Figure 1. Supply network.
The bar under the picture is 20 µm long. Pins as bars on the die edge.
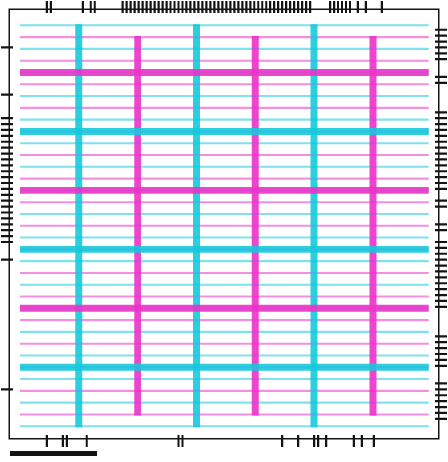
Figure 2. Cell classes on the final placement.
The bar under the picture is 20 µm long.
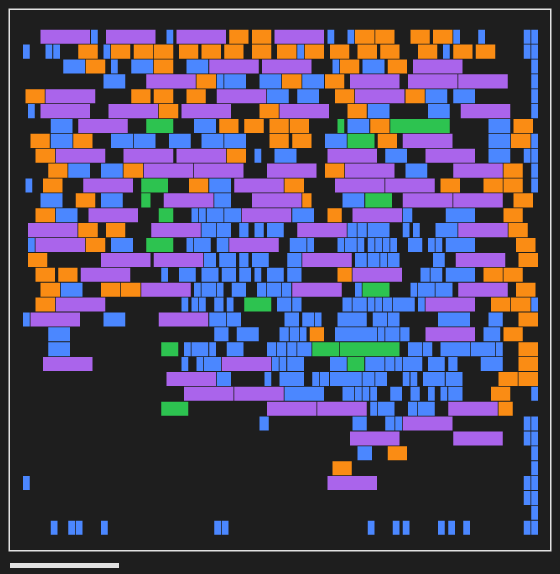
Figure 3. Clock network drawn from the DEF.
The bar under the picture is 20 µm long.
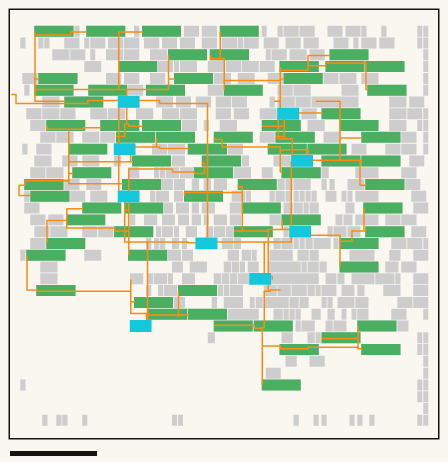
Figure 4. Wiring by layer.
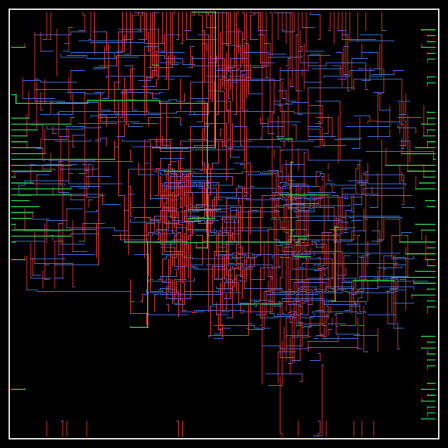
## src/rtl/freq_counter_initiator.sv

```systemverilog
// Wishbone initiator that runs one reset/start/poll/read/clear measurement on a frequency counter.
// Define FREQ_COUNTER_INITIATOR_TIMEOUT_EN to abort transfers that see no ack_i/err_i within ACK_TIMEOUT strobe cycles.
module freq_counter_initiator #(
    parameter logic [31:0] BASE_ADDR   = 32'h0,
    parameter int unsigned POLL_GAP    = 16,
    parameter int unsigned ACK_TIMEOUT = 255
) (
    input  logic        clk_i,
    input  logic        rst_i,
    output logic [31:0] adr_o,
    output logic [31:0] dat_o,
    output logic [3:0]  sel_o,
    output logic        we_o,
    output logic        cyc_o,
    output logic        stb_o,
    input  logic [31:0] dat_i,
    input  logic        ack_i,
    input  logic        err_i,
    input  logic        start_i,
    output logic [31:0] count_o,
    output logic [9:0]  phase_o,
    output logic        valid_o,
    output logic        busy_o,
    output logic        error_o
);

    localparam int unsigned CW = 16;

    localparam logic [3:0] S_IDLE   = 4'd0;
    localparam logic [3:0] S_WR_RST = 4'd1;
    localparam logic [3:0] S_WR_GO  = 4'd2;
    localparam logic [3:0] S_POLL   = 4'd3;
    localparam logic [3:0] S_GAP    = 4'd4;
    localparam logic [3:0] S_RD_CNT = 4'd5;
    localparam logic [3:0] S_RD_PH  = 4'd6;
    localparam logic [3:0] S_WR_CLR = 4'd7;
    localparam logic [3:0] S_DONE   = 4'd8;
    localparam logic [3:0] S_FAULT  = 4'd9;

    if (POLL_GAP == 0 || POLL_GAP > 65535) begin : g_bad_poll_gap
        $error("POLL_GAP must be in 1..65535");
    end
    if (ACK_TIMEOUT == 0 || ACK_TIMEOUT > 65535) begin : g_bad_ack_timeout
        $error("ACK_TIMEOUT must be in 1..65535");
    end

    logic [3:0]    state_q, state_d;
    logic          stb_q, stb_d;
    logic          we_q, we_d;
    logic [31:0]   adr_q, adr_d;
    logic [31:0]   dat_q, dat_d;
    logic [3:0]    sel_q, sel_d;
    logic          first_q, first_d;
    logic          arm_q, arm_d;
    logic [CW-1:0] gap_q, gap_d;
    logic [31:0]   count_q, count_d;
    logic [9:0]    phase_q, phase_d;
    logic          valid_q, valid_d;
    logic          busy_q, busy_d;
    logic          error_q, error_d;
`ifdef FREQ_COUNTER_INITIATOR_TIMEOUT_EN
    logic [CW-1:0] to_q, to_d;
`endif

    logic          tx_c;
    logic          tx_we_c;
    logic [3:0]    tx_off_c;
    logic [31:0]   tx_dat_c;
    logic          ack_c;
    logic          err_c;
    logic          to_hit_c;

    // Transfer descriptor for the bus states
    always_comb begin
        tx_c     = 1'b1;
        tx_we_c  = 1'b0;
        tx_off_c = 4'h8;
        tx_dat_c = 32'h0;
        case (state_q)
            S_WR_RST: begin tx_we_c = 1'b1; tx_dat_c = 32'h01; end
            S_WR_GO:  begin tx_we_c = 1'b1; tx_dat_c = 32'h80; end
            S_POLL:   ;
            S_RD_CNT: tx_off_c = 4'h9;
            S_RD_PH:  tx_off_c = 4'hA;
            S_WR_CLR: tx_we_c = 1'b1;
            default:  tx_c = 1'b0;
        endcase
    end

    // The first strobe cycle never completes: the responder's ack may be left over from the last transfer
    assign err_c = stb_q && !first_q && err_i;
    assign ack_c = stb_q && !first_q && ack_i && !err_i;

    always_comb begin
        state_d  = state_q;
        stb_d    = stb_q;
        we_d     = we_q;
        adr_d    = adr_q;
        dat_d    = dat_q;
        sel_d    = sel_q;
        first_d  = first_q;
        arm_d    = arm_q;
        gap_d    = gap_q;
        count_d  = count_q;
        phase_d  = phase_q;
        valid_d  = 1'b0;
        busy_d   = busy_q;
        error_d  = error_q;
        to_hit_c = 1'b0;
`ifdef FREQ_COUNTER_INITIATOR_TIMEOUT_EN
        to_d     = to_q;
`endif

        if (tx_c) begin
            if (!stb_q) begin
                // One armed idle cycle keeps the bus low between transfers
                if (arm_q) begin
                    stb_d   = 1'b1;
                    first_d = 1'b1;
                    arm_d   = 1'b0;
                    we_d    = tx_we_c;
                    adr_d   = BASE_ADDR + 32'(tx_off_c);
                    dat_d   = tx_dat_c;
                    sel_d   = 4'hF;
`ifdef FREQ_COUNTER_INITIATOR_TIMEOUT_EN
                    to_d    = '0;
`endif
                end else begin
                    arm_d = 1'b1;
                end
            end else begin
                first_d = 1'b0;
`ifdef FREQ_COUNTER_INITIATOR_TIMEOUT_EN
                to_d     = to_q + CW'(1);
                to_hit_c = !ack_c && !err_c && (to_q == CW'(ACK_TIMEOUT - 1));
`endif
                if (ack_c || err_c || to_hit_c) begin
                    stb_d = 1'b0;
                    we_d  = 1'b0;
                    adr_d = 32'h0;
                    dat_d = 32'h0;
                    sel_d = 4'h0;
                end
                if (err_c || to_hit_c) begin
                    state_d = S_FAULT;
                    error_d = 1'b1;
                    busy_d  = 1'b0;
                end else if (ack_c) begin
                    case (state_q)
                        S_WR_RST: state_d = S_WR_GO;
                        S_WR_GO:  state_d = S_POLL;
                        S_POLL: begin
                            if (dat_i[6]) begin
                                state_d = S_RD_CNT;
                            end else begin
                                state_d = S_GAP;
                                gap_d   = '0;
                            end
                        end
                        S_RD_CNT: begin
                            count_d = dat_i;
                            state_d = S_RD_PH;
                        end
                        S_RD_PH: begin
                            phase_d = dat_i[9:0];
                            state_d = S_WR_CLR;
                        end
                        default:  state_d = S_DONE;
                    endcase
                end
            end
        end else begin
            case (state_q)
                S_IDLE: begin
                    if (start_i) begin
                        state_d = S_WR_RST;
                        busy_d  = 1'b1;
                        arm_d   = 1'b0;
                    end
                end
                S_FAULT: begin
                    if (start_i) begin
                        state_d = S_WR_RST;
                        busy_d  = 1'b1;
                        error_d = 1'b0;
                        arm_d   = 1'b0;
                    end
                end
                S_GAP: begin
                    // The last idle cycle launches the next poll so the bus is low exactly POLL_GAP cycles
                    if (gap_q == CW'(POLL_GAP - 1)) begin
                        gap_d   = '0;
                        state_d = S_POLL;
                        stb_d   = 1'b1;
                        first_d = 1'b1;
                        we_d    = 1'b0;
                        adr_d   = BASE_ADDR + 32'h8;
                        dat_d   = 32'h0;
                        sel_d   = 4'hF;
`ifdef FREQ_COUNTER_INITIATOR_TIMEOUT_EN
                        to_d    = '0;
`endif
                    end else begin
                        gap_d = gap_q + CW'(1);
                    end
                end
                S_DONE: begin
                    valid_d = 1'b1;
                    busy_d  = 1'b0;
                    state_d = S_IDLE;
                end
                default: state_d = S_IDLE;
            endcase
        end
    end

    always_ff @(posedge clk_i or posedge rst_i) begin
        if (rst_i) begin
            state_q <= S_IDLE;
            stb_q   <= 1'b0;
            we_q    <= 1'b0;
            adr_q   <= 32'h0;
            dat_q   <= 32'h0;
            sel_q   <= 4'h0;
            first_q <= 1'b0;
            arm_q   <= 1'b0;
            gap_q   <= '0;
            count_q <= 32'h0;
            phase_q <= 10'h0;
            valid_q <= 1'b0;
            busy_q  <= 1'b0;
            error_q <= 1'b0;
`ifdef FREQ_COUNTER_INITIATOR_TIMEOUT_EN
            to_q    <= '0;
`endif
        end else begin
            state_q <= state_d;
            stb_q   <= stb_d;
            we_q    <= we_d;
            adr_q   <= adr_d;
            dat_q   <= dat_d;
            sel_q   <= sel_d;
            first_q <= first_d;
            arm_q   <= arm_d;
            gap_q   <= gap_d;
            count_q <= count_d;
            phase_q <= phase_d;
            valid_q <= valid_d;
            busy_q  <= busy_d;
            error_q <= error_d;
`ifdef FREQ_COUNTER_INITIATOR_TIMEOUT_EN
            to_q    <= to_d;
`endif
        end
    end

    assign adr_o   = adr_q;
    assign dat_o   = dat_q;
    assign sel_o   = sel_q;
    assign we_o    = we_q;
    assign cyc_o   = stb_q;
    assign stb_o   = stb_q;
    assign count_o = count_q;
    assign phase_o = phase_q;
    assign valid_o = valid_q;
    assign busy_o  = busy_q;
    assign error_o = error_q;

endmodule

```

## config.mk

```make
export PLATFORM = sky130hd
export DESIGN_NAME = freq_counter_initiator
export DESIGN_NICKNAME = d
export VERILOG_FILES = /design/src/rtl/freq_counter_initiator.sv
export SDC_FILE = /design/constraint.sdc
export NUM_CORES = 1
export LEC_CHECK = 0
export ABC_CLOCK_PERIOD_IN_PS = 2900
export CAP_MARGIN = 25
export CORE_MARGIN = 2
export CORE_UTILIZATION = 44
export CTS_CLUSTER_DIAMETER = 60
export DETAILED_ROUTE_END_ITERATION = 10
export PLACE_DENSITY = 0.81
export RECOVER_POWER = 25
export SYNTH_ARGS = -nofsm -noshare
export SYNTH_HDL_FRONTEND = slang
export SYNTH_SLANG_ARGS = --single-unit
```

## constraint.sdc

```tcl
create_clock -name clk_i -period 2.9 [get_ports clk_i]
set_input_delay 0.29 -clock clk_i [delete_from_list [all_inputs] [get_ports clk_i]]
set_output_delay 0.29 -clock clk_i [all_outputs]
set_load 0.02 [all_outputs]
```

==> results.txt <==
Max IR drop VDD: 350 µV
Met1 usage: 0.201
Placer congestion estimate: 0.853
Share of total power in combinational logic: 0.441
Hold Crit Depth: 1
# IOs: 153
Met2 usage in global routing: 0.288
FF/Latch Area: 0.00185 mm²
Status: completed
CP endpoint kind: flop
Sequential cells: 74
FF-to-FF path depth: 4
Number of DRC markers in iteration 0: 141
Initial antenna violation count: 0
Chip footprint: 0.00975 mm²
Met3 Routed Length: 525 µm
#MultiIn Comb: 258
Post-Syn Area: 0.00395 mm²
Yosys reg bits: 74
Most frequent logic cell in the layout: clkdlybuf4s50_1
Hold endpoint: count_o[1]$_DFFE_PP0P_
Yosys stat chip area: 0.00395 mm²
Sequential Power Share: 0.359
Synth Flop Type: dfrtp_1
Notes on Figure 1 above:
VSS: marked cyan. VDD: marked magenta.
153 signal pins sit on the boundary. 35 met1 rails follow the rows. The core has 34 rows.
core area: 0.00872 mm²
Die Width: 98.7 µm
die height: 98.7 µm

Notes on Figure 2 above:
remaining logic cells: marked blue, cells 262. clock drivers and dummy loads: marked green, cells 16. remaining buffers and delay cells: marked orange, cells 98. registers: marked purple, cells 74.

Notes on Figure 3 above:
clock-net drivers: marked cyan, count 9. clock wires: marked orange, length 915 µm. flip-flops: marked green, count 74.
There are 10 routed clock nets.

Notes on Figure 4 above:
M1: marked blue, wire length 3,200 µm. M3: marked green, wire length 525 µm. M4: marked orange, wire length 120 µm. M2: marked red, wire length 4,120 µm.
DR WL/cell: 14.3 µm
gr usage total: 0.168
final wirelength: 7970 µm

[metrics by stage]
| step | total power [mW] | utilization | area, µm² | hold slack (ps) |
|---|---|---|---|---|
| after detailed placement | 3.52 | 0.544 | 4740 | 481 |
| after floorplan | 2.88 | - | 4170 | 422 |
| after CTS | 4.42 | 0.569 | 4960 | 342 |
| final | 4.37 | 0.567 | 4940 | 495 |
| after global placement | 3.46 | 0.544 | 4740 | 470 |
| after global routing | 4.64 | 0.567 | 4940 | 514 |
[sequential cells by signal, indices dropped and copies added, names as in the netlist, 2 cells and up]
name	count
count_o	32
gap_q	16
state_q	4
phase_o	10
dat_o	2
adr_o	2
Power figures rest on the tool's default switching activity, not on a simulated workload.
